[src/rtl/lcd_wave_pkg.sv]
// rtl/lcd_wave_pkg.sv - shared colours, channel palette and frame FSM states for lcd_wave_render
package lcd_wave_pkg;

  localparam logic [15:0] WHITE  = 16'hFFFF;
  localparam logic [15:0] YELLOW = 16'hFFE0;
  localparam logic [15:0] CYAN   = 16'h07FF;
  localparam logic [15:0] GREEN  = 16'h07E0;
  localparam logic [15:0] BLUE   = 16'h001F;

  localparam logic [15:0] CH_COLOR [4] = '{WHITE, YELLOW, CYAN, GREEN};

  typedef enum logic [1:0] {
    ST_IDLE,
    ST_WAIT_SOF,
    ST_ACTIVE
  } frame_state_e;

endpackage

[src/rtl/lcd_wave_ch_xform.sv]
// rtl/lcd_wave_ch_xform.sv - per-channel scale, shift, clamp and column-join register
module lcd_wave_ch_xform #(
  parameter int DATA_W   = 8,
  parameter int COORD_W  = 9,
  parameter int Y_OFFSET = 20
) (
  input  logic               clk,
  input  logic               rst,
  input  logic [DATA_W-1:0]  d,
  input  logic [9:0]         v_shift,
  input  logic [4:0]         v_scale,
  input  logic               en,
  input  logic               load,
  input  logic [COORD_W-1:0] ypos,
  output logic [COORD_W-1:0] y,
  output logic [COORD_W-1:0] pre_y,
  output logic               hit
);

  localparam logic signed [12:0] MID_S  = 13'(1 << (DATA_W - 1));
  localparam logic signed [12:0] YOFF_S = 13'(Y_OFFSET);
  localparam logic signed [12:0] YMAX_S = 13'((1 << COORD_W) - 1);

  logic signed [12:0]  d_s, k_s, amt_s, s, y_s;
  logic [2:0]          sh;
  logic [COORD_W-1:0]  pre_y_d, pre_y_q;

  always_comb begin
    d_s   = $signed(13'(d));
    k_s   = $signed(13'(v_scale[3:0]));
    amt_s = $signed(13'(v_shift[8:0]));
    sh    = v_scale[3:1];
    // Both forms keep the mid-scale code MID fixed on screen while scaling around it.
    if (v_scale[4]) begin
      s = d_s * k_s - (MID_S * k_s - MID_S);
    end else begin
      s = $signed(13'(d >> sh)) + MID_S - (MID_S >>> sh);
    end
    if (v_shift[9]) begin
      y_s = s + YOFF_S + amt_s;
    end else begin
      y_s = s + YOFF_S - amt_s;
    end
    if (y_s < 13'sd0) begin
      y = '0;
    end else if (y_s > YMAX_S) begin
      y = '1;
    end else begin
      y = y_s[COORD_W-1:0];
    end
    pre_y_d = load ? y : pre_y_q;
    hit = en && (((ypos >= pre_y_q) && (ypos <= y)) || ((ypos >= y) && (ypos <= pre_y_q)));
  end

  assign pre_y = pre_y_q;

  always_ff @(posedge clk or posedge rst) begin
    if (rst) begin
      pre_y_q <= '0;
    end else begin
      pre_y_q <= pre_y_d;
    end
  end

endmodule

[src/rtl/lcd_wave_render.sv]
// rtl/lcd_wave_render.sv - multi-channel waveform renderer over the UI layer; trigger line under LCD_WAVE_TRIG_LINE_EN
module lcd_wave_render
  import lcd_wave_pkg::*;
#(
  parameter int CH_NUM   = 2,
  parameter int DATA_W   = 8,
  parameter int COORD_W  = 9,
  parameter int X_START  = 49,
  parameter int X_END    = 349,
  parameter int Y_START  = 49,
  parameter int Y_END    = 250,
  parameter int Y_OFFSET = 20,
  parameter int RAM_LAT  = 1
) (
  input  logic                     lcd_pclk,
  input  logic                     rst,
  input  logic [COORD_W-1:0]       pixel_xpos,
  input  logic [COORD_W-1:0]       pixel_ypos,
  input  logic [15:0]              ui_pixel_data,
  input  logic [CH_NUM*DATA_W-1:0] wave_data,
  output logic [COORD_W-1:0]       wave_addr,
  output logic                     wave_data_req,
  input  logic                     outrange,
  input  logic [CH_NUM-1:0]        ch_en,
  input  logic [CH_NUM*10-1:0]     v_shift,
  input  logic [CH_NUM*5-1:0]      v_scale,
  input  logic [COORD_W-1:0]       trig_line,
  output logic                     wr_over,
  output logic [15:0]              pixel_data
);

  localparam logic [COORD_W-1:0] REQ_LO = COORD_W'(X_START - RAM_LAT);
  localparam logic [COORD_W-1:0] REQ_HI = COORD_W'(X_END - RAM_LAT);
  localparam logic [COORD_W-1:0] XS     = COORD_W'(X_START);
  localparam logic [COORD_W-1:0] XE     = COORD_W'(X_END);
  localparam logic [COORD_W-1:0] YS     = COORD_W'(Y_START);
  localparam logic [COORD_W-1:0] YE     = COORD_W'(Y_END);

  frame_state_e            state_d, state_q;
  logic                    wr_over_d, wr_over_q;
  logic                    outrange_d, outrange_q;
  logic [CH_NUM*10-1:0]    shift_d, shift_q;
  logic [CH_NUM*5-1:0]     scale_d, scale_q;
  logic [CH_NUM-1:0]       en_d, en_q;
  logic                    capture, sof, eof, y_in_win, load_en, draw_en;
  logic [CH_NUM-1:0]       ch_hit;
  logic [COORD_W-1:0]      unused_ch_y     [CH_NUM];
  logic [COORD_W-1:0]      unused_ch_pre_y [CH_NUM];

  always_comb begin
    y_in_win      = (pixel_ypos >= YS) && (pixel_ypos < YE);
    wave_data_req = y_in_win && (pixel_xpos >= REQ_LO) && (pixel_xpos < REQ_HI);
    wave_addr     = wave_data_req ? (pixel_xpos - REQ_LO) : '0;
    load_en       = y_in_win && (pixel_xpos >= XS) && (pixel_xpos < XE);
    draw_en       = y_in_win && (pixel_xpos > XS) && (pixel_xpos < XE);
    sof           = (pixel_xpos == '0) && (pixel_ypos == '0);
    eof           = (pixel_xpos == XE) && (pixel_ypos == YE);
  end

  always_comb begin
    state_d   = state_q;
    wr_over_d = 1'b0;
    capture   = 1'b0;
    case (state_q)
      ST_IDLE:     state_d = ST_WAIT_SOF;
      ST_WAIT_SOF: begin
        if (sof) begin
          state_d = ST_ACTIVE;
          capture = 1'b1;
        end
      end
      ST_ACTIVE: begin
        // A fresh SOF mid-frame means the previous frame was cut short.
        if (sof) begin
          capture = 1'b1;
        end else if (eof) begin
          state_d   = ST_WAIT_SOF;
          wr_over_d = 1'b1;
        end
      end
      default:     state_d = ST_IDLE;
    endcase
    shift_d    = capture ? v_shift : shift_q;
    scale_d    = capture ? v_scale : scale_q;
    en_d       = capture ? ch_en   : en_q;
    outrange_d = outrange;
  end

  always_ff @(posedge lcd_pclk or posedge rst) begin
    if (rst) begin
      state_q    <= ST_IDLE;
      wr_over_q  <= 1'b0;
      outrange_q <= 1'b0;
      shift_q    <= '0;
      scale_q    <= '0;
      en_q       <= '0;
    end else begin
      state_q    <= state_d;
      wr_over_q  <= wr_over_d;
      outrange_q <= outrange_d;
      shift_q    <= shift_d;
      scale_q    <= scale_d;
      en_q       <= en_d;
    end
  end

  assign wr_over = wr_over_q;

`ifdef LCD_WAVE_TRIG_LINE_EN
  logic [COORD_W-1:0] trig_d, trig_q;

  always_comb trig_d = capture ? trig_line : trig_q;

  always_ff @(posedge lcd_pclk or posedge rst) begin
    if (rst) begin
      trig_q <= '0;
    end else begin
      trig_q <= trig_d;
    end
  end
`else
  logic unused_trig_line;
  assign unused_trig_line = ^trig_line;
`endif

  for (genvar n = 0; n < CH_NUM; n++) begin : g_ch
    lcd_wave_ch_xform #(
      .DATA_W   (DATA_W),
      .COORD_W  (COORD_W),
      .Y_OFFSET (Y_OFFSET)
    ) u_xform (
      .clk     (lcd_pclk),
      .rst     (rst),
      .d       (wave_data[n*DATA_W +: DATA_W]),
      .v_shift (shift_q[n*10 +: 10]),
      .v_scale (scale_q[n*5 +: 5]),
      .en      (en_q[n]),
      .load    (load_en),
      .ypos    (pixel_ypos),
      .y       (unused_ch_y[n]),
      .pre_y   (unused_ch_pre_y[n]),
      .hit     (ch_hit[n])
    );
  end

  always_comb begin
    pixel_data = ui_pixel_data;
    if (draw_en && !(outrange || outrange_q)) begin
      // Walk down so the lowest-index hitting channel is written last and wins.
      for (int n = CH_NUM - 1; n >= 0; n--) begin
        if (ch_hit[n]) begin
          pixel_data = CH_COLOR[n];
        end
      end
`ifdef LCD_WAVE_TRIG_LINE_EN
      if (!(|ch_hit) && (pixel_ypos == trig_q)) begin
        pixel_data = BLUE;
      end
`endif
    end
  end

endmodule

[config.mk]
export PLATFORM = sky130hd
export DESIGN_NAME = lcd_wave_render
export DESIGN_NICKNAME = d
export VERILOG_FILES = /design/src/rtl/lcd_wave_pkg.sv /design/src/rtl/lcd_wave_ch_xform.sv /design/src/rtl/lcd_wave_render.sv
export SDC_FILE = /design/constraint.sdc
export NUM_CORES = 1
export LEC_CHECK = 0
export CAP_MARGIN = 20
export CORE_MARGIN = 2
export CORE_UTILIZATION = 55
export CTS_BUF_LIST = sky130_fd_sc_hd__clkbuf_8
export CTS_CLUSTER_SIZE = 16
export DETAILED_ROUTE_END_ITERATION = 12
export PLACE_DENSITY_LB_ADDON = 0.3
export SYNTH_ARGS = -nofsm -noshare
export SYNTH_HDL_FRONTEND = slang
export SYNTH_SLANG_ARGS = --single-unit
export TNS_END_PERCENT = 1
[constraint.sdc]
create_clock -name lcd_pclk -period 17.6 [get_ports lcd_pclk]
set_input_delay 1.76 -clock lcd_pclk [delete_from_list [all_inputs] [get_ports lcd_pclk]]
set_output_delay 1.76 -clock lcd_pclk [all_outputs]
set_load 0.01 [all_outputs]
### Metal 2

Bar = 50 um.
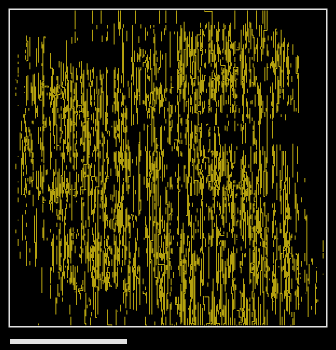
The layer holds 49% of the routed length. The wires run mostly vertical. 1321 nets have wire on it. The layer carries 11000 um of wire.

### The metal 3 layer

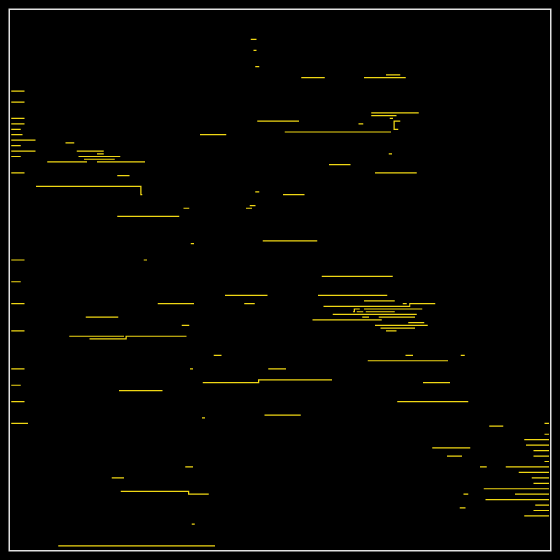
100 nets have wire on it. The longest straight run is 38.9 um. The wires run mostly horizontal.

### Register map, names as in the netlist

Bar = 50 um.
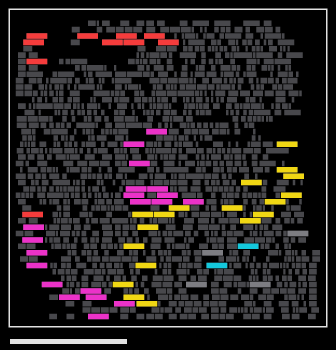
Key: state_q = cyan [flops 2]; g_ch.u_xform.pre_y = yellow [flops 18]; shift_q = magenta [flops 20]; scale_q = red [flops 10]

[sequential cells by signal (all words and copies together), names as in the netlist]
register            cells
outrange_q              1
wr_over                 1
en_q                    2
g_ch.u_xform.pre_y     18
scale_q                10
shift_q                20
state_q                 2
[layout make-up]
| cell class | count | share of cell area |
|---|---|---|
| Multi-Input combinational cell | 956 | 0.691 |
| Clock buffer | 6 | 0.00763 |
| Tap cell | 220 | 0.0254 |
| Clock inverter | 2 | 0.00359 |
| Sequential cell | 54 | 0.125 |
| Timing Repair Buffer | 118 | 0.108 |
| Inverter | 114 | 0.0396 |
[routing by layer]
layer | GRT usage | vias up | share of wire
met5 | 0 | - | 0
met3 | 0.0214 | 28 | 0.036
met1 | 0.346 | 4111 | 0.46
met4 | 0.0620 | 0 | 0.017
met2 | 0.429 | 182 | 0.49
li1 | - | 4351 | -
[kinds of logic after synthesis]
logic type	synth area share
and+or+nand+nor	0.215
AOI/OAI and AO/OA	0.201
adders and majority gates	0.256
buffers and inverters	0.0624
xor gates and xnor gates	0.0688
DFF	0.144
muxes	0.0531
[worst max-delay path, delay by kind of cell]
family	cells	cell delay [ns]
compound gates	16	3.10
buf+inv	7	1.65
xor+xnor	3	0.57
fa+ha+maj	6	2.25
simple gates	8	1.39
[final timing paths]
kind	startpoint	to	slack, ns	cells after the start
worst max-delay path	wave_data[2]	pixel_data[1]	5.13	40
worst min-delay path	g_ch[1].u_xform.pre_y[0]	g_ch[1].u_xform.pre_y[0]	0.50	2
worst max register to register	scale_q[2]	g_ch[0].u_xform.pre_y[8]	10.67	28
worst min register to register	g_ch[1].u_xform.pre_y[0]	g_ch[1].u_xform.pre_y[0]	0.50	2
max in group asynchronous	rst	scale_q[9]	15.18	3
min in group asynchronous	rst	shift_q[9]	1.94	3
==> flow_summary.json <==
{
  "power_frac_comb": 0.528,
  "cap_violations": 0,
  "power.share.clock": 0.188,
  "ctsHoldBuffers": 0,
  "syn_area_um2": 9420,
  "status": "finished, final reports clean",
  "hold_viol": 0,
  "p_seq_frac": 0.284,
  "fin_crit_sh": 0.708,
  "finClkSkew_ns": 0.0246,
  "regArea_um2": 1350,
  "lay_top_cells": "145 x ha_1, 111 x clkdlybuf4s50_1, 110 x inv_1, 78 x a21oi_1",
  "path_max_fanout": 16,
  "routed_wl_mm": 22.5,
  "ir_drop_mv": 0.0397,
  "power_clock_mw": 0.0938,
  "fmax_mhz": 80.2,
  "drt-initial-drc-count": 578,
  "chipHeight_um": 135,
  "largestPowerGroup": "combinational logic",
  "groute.usage.overall": 0.252,
  "crit_top_cell": "ha_1",
  "top_cell_area_share": 0.193,
  "slowest_delay_ns": 0.53,
  "grt_pass1_wl_mm": 38.0,
  "report.power.total_mw": 0.499,
  "holdWs_ns": 0.504,
  "wl_per_cell_um": 15.3,
  "critPathLaunchType": "input pin",
  "worst_slack_ns": 5.13,
  "yosys-top-cells-count": "145 x ha_1, 111 x inv_1, 78 x a21oi_1"
}
